### src/rtl/apb_arb_pkg.sv
`default_nettype none
// ============================================================================
// Module   : apb_arb_pkg
// Brief    : FSM state encoding and requester count for the APB arbiter.
// Revision : 1.0
// ============================================================================
package apb_arb_pkg;

    localparam int NUM_REQ = 2;

    localparam logic [1:0] IDLE   = 2'd0;
    localparam logic [1:0] SETUP  = 2'd1;
    localparam logic [1:0] ACCESS = 2'd2;

endpackage : apb_arb_pkg
`default_nettype wire

### src/rtl/apb_arb_rr.sv
`default_nettype none
// ============================================================================
// Module   : apb_arb_rr
// Brief    : Two-way round-robin grant; pointer advances only on accept.
// Revision : 1.0
// ============================================================================
module apb_arb_rr
    import apb_arb_pkg::*;
(
    input  logic               pclk,
    input  logic               preset,
    input  logic [NUM_REQ-1:0] req_valid,
    input  logic               accept,
    output logic               grant_vld,
    output logic               grant_idx
);

    // Requester that wins a tie; it is the one not granted last.
    logic r_prio;

    always_comb begin
        grant_vld = |req_valid;
        grant_idx = req_valid[r_prio] ? r_prio : ~r_prio;
    end

    always_ff @(posedge pclk or posedge preset) begin
        if (preset) begin
            r_prio <= 1'b0;
        end else if (accept) begin
            r_prio <= ~grant_idx;
        end
    end

endmodule : apb_arb_rr
`default_nettype wire

### src/rtl/apb_arbiter.sv
`default_nettype none
// ============================================================================
// Module   : apb_arbiter
// Brief    : APB master sharing one completer between two requesters.
// Config   : define APB_ARB_TIMEOUT_EN to enable the ACCESS-phase watchdog.
// Revision : 1.0
// ============================================================================
module apb_arbiter
    import apb_arb_pkg::*;
#(
    parameter int ADDR_WIDTH     = 3,
    parameter int DATA_WIDTH     = 8,
    parameter int TIMEOUT_CYCLES = 15
) (
    input  logic                          pclk,
    input  logic                          preset,
    input  logic [NUM_REQ-1:0]            req_valid,
    output logic [NUM_REQ-1:0]            req_ready,
    input  logic [NUM_REQ-1:0]            req_write,
    input  logic [NUM_REQ*ADDR_WIDTH-1:0] req_addr,
    input  logic [NUM_REQ*DATA_WIDTH-1:0] req_wdata,
    input  logic [NUM_REQ*DATA_WIDTH/8-1:0] req_strb,
    output logic [NUM_REQ-1:0]            rsp_valid,
    output logic [DATA_WIDTH-1:0]         rsp_rdata,
    output logic                          rsp_err,
    output logic [ADDR_WIDTH-1:0]         paddr,
    output logic [2:0]                    pprot,
    output logic                          psel,
    output logic                          penable,
    output logic                          pwrite,
    output logic [DATA_WIDTH-1:0]         pwdata,
    output logic [DATA_WIDTH/8-1:0]       pstrb,
    input  logic                          pready,
    input  logic [DATA_WIDTH-1:0]         prdata,
    input  logic                          pslverr
);

    localparam int STRB_WIDTH = DATA_WIDTH / 8;

    if ((DATA_WIDTH % 8 != 0) || (TIMEOUT_CYCLES < 1)) begin : g_param_check
        $error("apb_arbiter: DATA_WIDTH must be a multiple of 8 and TIMEOUT_CYCLES >= 1");
    end

    logic [1:0]            r_state;
    logic [1:0]            w_next_state;
    logic                  w_grant_vld;
    logic                  w_grant_idx;
    logic                  w_accept;
    logic                  w_done;
    logic                  w_timeout;

    logic                  r_idx;
    logic                  r_write;
    logic [ADDR_WIDTH-1:0] r_addr;
    logic [DATA_WIDTH-1:0] r_wdata;
    logic [STRB_WIDTH-1:0] r_strb;

    apb_arb_rr u_rr (
        .pclk      (pclk),
        .preset    (preset),
        .req_valid (req_valid),
        .accept    (w_accept),
        .grant_vld (w_grant_vld),
        .grant_idx (w_grant_idx)
    );

    assign w_accept = (r_state == IDLE) && w_grant_vld;
    // pready is only meaningful in ACCESS; everywhere else it is ignored.
    assign w_done   = (r_state == ACCESS) && (pready || w_timeout);

`ifdef APB_ARB_TIMEOUT_EN
    localparam int TCNT_WIDTH = $clog2(TIMEOUT_CYCLES + 1);
    logic [TCNT_WIDTH-1:0] r_tcnt;

    always_ff @(posedge pclk or posedge preset) begin
        if (preset) begin
            r_tcnt <= '0;
        end else if (r_state == ACCESS) begin
            r_tcnt <= r_tcnt + 1'b1;
        end else begin
            r_tcnt <= '0;
        end
    end

    assign w_timeout = (r_state == ACCESS) && !pready &&
                       (r_tcnt == TCNT_WIDTH'(TIMEOUT_CYCLES - 1));
`else
    assign w_timeout = 1'b0;
`endif

    always_ff @(posedge pclk or posedge preset) begin
        if (preset) begin
            r_state <= IDLE;
        end else begin
            r_state <= w_next_state;
        end
    end

    always_comb begin
        w_next_state = r_state;
        case (r_state)
            IDLE:    if (w_grant_vld) w_next_state = SETUP;
            SETUP:   w_next_state = ACCESS;
            ACCESS:  if (w_done) w_next_state = IDLE;
            default: w_next_state = IDLE;
        endcase
    end

    always_comb begin
        psel      = 1'b0;
        penable   = 1'b0;
        req_ready = '0;
        case (r_state)
            IDLE:    if (w_grant_vld) req_ready[w_grant_idx] = 1'b1;
            SETUP:   psel = 1'b1;
            ACCESS: begin
                psel    = 1'b1;
                penable = 1'b1;
            end
            default: ;
        endcase
    end

    // Request is latched at accept so the requester may change its inputs freely.
    always_ff @(posedge pclk or posedge preset) begin
        if (preset) begin
            r_idx   <= 1'b0;
            r_write <= 1'b0;
            r_addr  <= '0;
            r_wdata <= '0;
            r_strb  <= '0;
        end else if (w_accept) begin
            r_idx   <= w_grant_idx;
            r_write <= req_write[w_grant_idx];
            r_addr  <= w_grant_idx ? req_addr[2*ADDR_WIDTH-1:ADDR_WIDTH]
                                   : req_addr[ADDR_WIDTH-1:0];
            r_wdata <= w_grant_idx ? req_wdata[2*DATA_WIDTH-1:DATA_WIDTH]
                                   : req_wdata[DATA_WIDTH-1:0];
            r_strb  <= w_grant_idx ? req_strb[2*STRB_WIDTH-1:STRB_WIDTH]
                                   : req_strb[STRB_WIDTH-1:0];
        end
    end

    always_ff @(posedge pclk or posedge preset) begin
        if (preset) begin
            rsp_valid <= '0;
            rsp_err   <= 1'b0;
            rsp_rdata <= '0;
        end else begin
            rsp_valid <= '0;
            if (w_done) begin
                rsp_valid[r_idx] <= 1'b1;
                rsp_err          <= pready ? pslverr : 1'b1;
                if (pready && !r_write) begin
                    rsp_rdata <= prdata;
                end
            end
        end
    end

    assign paddr  = r_addr;
    assign pwrite = r_write;
    assign pwdata = r_wdata;
    assign pstrb  = r_strb;
    assign pprot  = 3'b000;

endmodule : apb_arbiter
`default_nettype wire

### config.mk
export PLATFORM = sky130hd
export DESIGN_NAME = apb_arbiter
export DESIGN_NICKNAME = d
export VERILOG_FILES = /design/src/rtl/apb_arb_pkg.sv /design/src/rtl/apb_arb_rr.sv /design/src/rtl/apb_arbiter.sv
export SDC_FILE = /design/constraint.sdc
export NUM_CORES = 1
export LEC_CHECK = 0
export CAP_MARGIN = 20
export CELL_PAD_IN_SITES_DETAIL_PLACEMENT = 1
export CELL_PAD_IN_SITES_GLOBAL_PLACEMENT = 1
export CORE_UTILIZATION = 31
export DETAILED_ROUTE_END_ITERATION = 6
export PLACE_DENSITY_LB_ADDON = 0.2
export RECOVER_POWER = 100
export SYNTH_ARGS = -nofsm -noshare
export SYNTH_HDL_FRONTEND = slang
export SYNTH_SLANG_ARGS = --single-unit
### constraint.sdc
create_clock -name pclk -period 3.3 [get_ports pclk]
set_input_delay 0.66 -clock pclk [delete_from_list [all_inputs] [get_ports pclk]]
set_output_delay 0.66 -clock pclk [all_outputs]
set_load 0.01 [all_outputs]
**Run 1: clock wires, drivers and flops**

The bar under the picture is 20 um long.
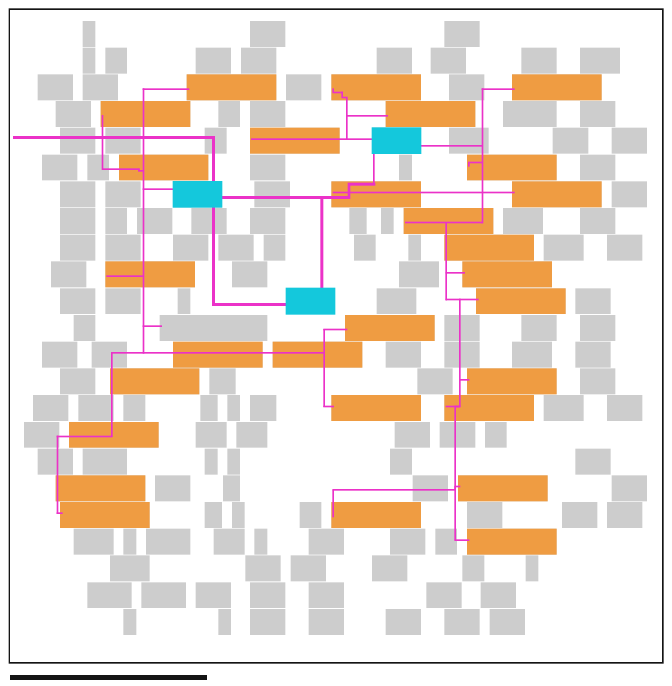
legend:
  orange:
    item: flip-flops
    count: 28
  magenta:
    item: clock wires
    length: 326 um
  cyan:
    item: cells driving clock nets
    count: 3
routed clock nets: 4
clk latency late pin: 0.27 ns
Clk network pwr share: 16.3%
total clock network power: 265 uW
clk_skew: 0.00570 ns

**Run 1: placed standard cells**

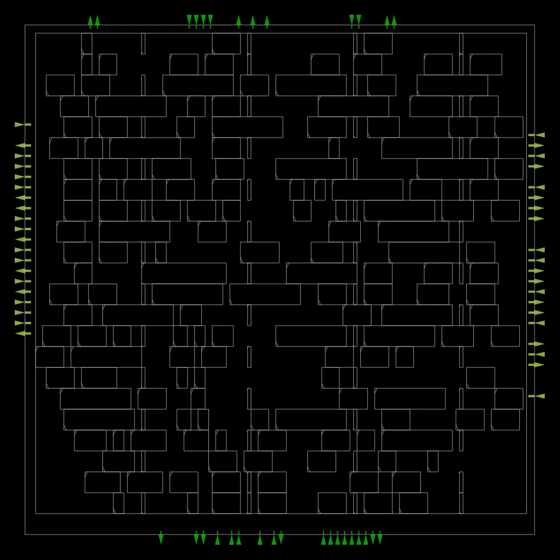
Tapcells: 50
flop count: 28
Core Area: 4000 sq um

**Run 1: pin map**

Pins as bars across the die edge, other pins in gray.
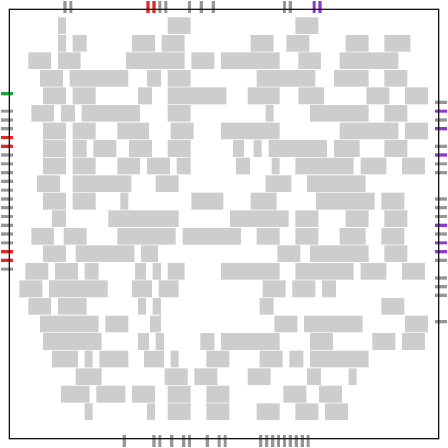
legend:
  purple:
    port: rsp_rdata
    pins: 8
    direction: output
    edge: 6 east, 2 north
  red:
    port: req_addr
    pins: 6
    direction: input
    edge: 4 west, 2 north
  green:
    port: pclk
    pins: 1
    direction: input
    edge: west
all pins by edge: 20 west, 20 east, 18 south, 13 north
PortBufs: 67
Die Y: 66.4 um
Die Wd: 66.4 um

**Run 1: wiring by layer**

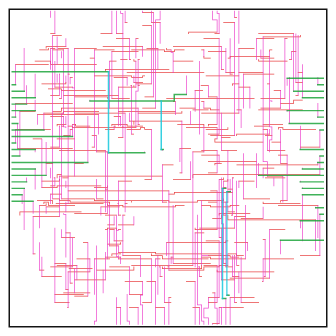
legend:
  magenta:
    layer: met2
    wire_length: 1620 um
  cyan:
    layer: met4
    wire_length: 72.1 um
  green:
    layer: met3
    wire_length: 226 um
  red:
    layer: met1
    wire_length: 1340 um
DR vias: 1022
DR WL/cell: 15.2 um
Routed WL: 3270 um
GRT Resource Usage Total: 16.4%

==> ci_impl_report.md, run 1 <==
## Synthesis and layout report

| Metric | Value |
|---|---|
| Outcome | complete, but fails checks |
| Failing checks | max-capacitance violations |
| Sink Count | 28 |
| WL met2 | between 1500 and 2000 um |
| CTS tree | yes |
| # diodes | 0 |
| Most numerous logic cell after layout | clkdlybuf4s50_1 |
| Crit path time final | between 2 and 3 ns |
| CP endpoint | req_ready[0] |
| HPWL after detailed placement | around 2600 um |
| CTS Hold Bufs | 0 |
| Nonclk buf count | 70 |
| Seq area share | a little over a third |
| XOR Share, Synth | 0% |
| Top cell type by total area after synthesis | dfrtp_1 |
| DR iter-0 viols | 16 |
| Chip area | 4400 sq um |
| Design Power | 1.63 mW |
| Logic inverters | 5 |
| Max_slew headroom | under 10% |
| Max incr delay on CP | roughly 0.64 ns |
| Asr flop ratio synth | 100% |
| Number of max-cap violations | 1 |
| Top sig layer | met4 |
| Logic area | 475 sq um |
==> run 2, diff against run 1 <==
--- a/config.mk
+++ b/config.mk
@@ -10,2 +10,3 @@
 export CELL_PAD_IN_SITES_GLOBAL_PLACEMENT = 1
+export CORE_ASPECT_RATIO = 0.75
 export CORE_UTILIZATION = 31
--- a/constraint.sdc
+++ b/constraint.sdc
@@ -3,2 +3,2 @@
 set_output_delay 0.66 -clock pclk [all_outputs]
-set_load 0.01 [all_outputs]
+set_load 0.005 [all_outputs]
**Run 2: clock wires, drivers and flops**

The bar under the picture is 20 um long.
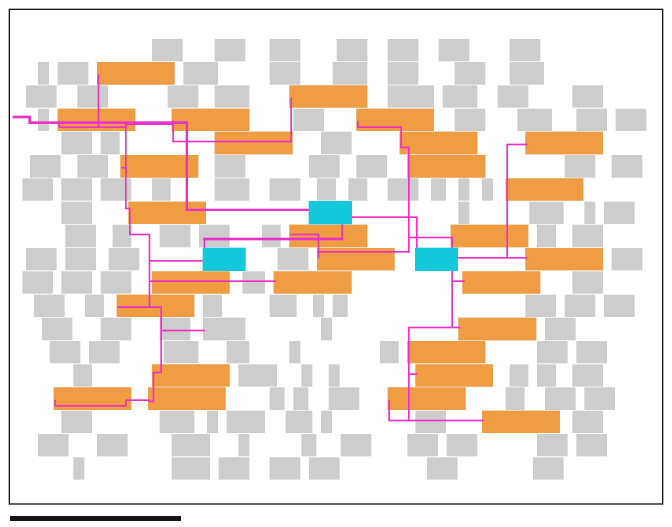
total clock network power: 208 uW
Clk network pwr share: 13.7%
clk_skew: 0.00712 ns

==> ci_impl_report.md, run 2 <==
## Synthesis and layout report

| Metric | Value |
|---|---|
| Outcome | complete, but fails checks |
| Failing checks | max-capacitance violations |
| DR vias | 1025 |
| Crit path time final | approximately 2.8 ns |
| Sink Count | 28 |
| GRT Resource Usage Total | between 15 and 20% |
| CP endpoint | req_ready[1] |
| Core Area | 3800 sq um |
| Logic inverters | 5 |
| WL met2 | around 1600 um |
| Max_slew headroom | 1.33% |
| Top cell type by total area after synthesis | dfrtp_1 |
| XOR Share, Synth | 0% |
| Top sig layer | met4 |
| CTS tree | yes |
| Design Power | 1.52 mW |
| Logic area | 472 sq um |
| Number of max-cap violations | 1 |
| HPWL after detailed placement | 2730 um |
| CTS Hold Bufs | 0 |
Power and IR drop assume default switching activity.
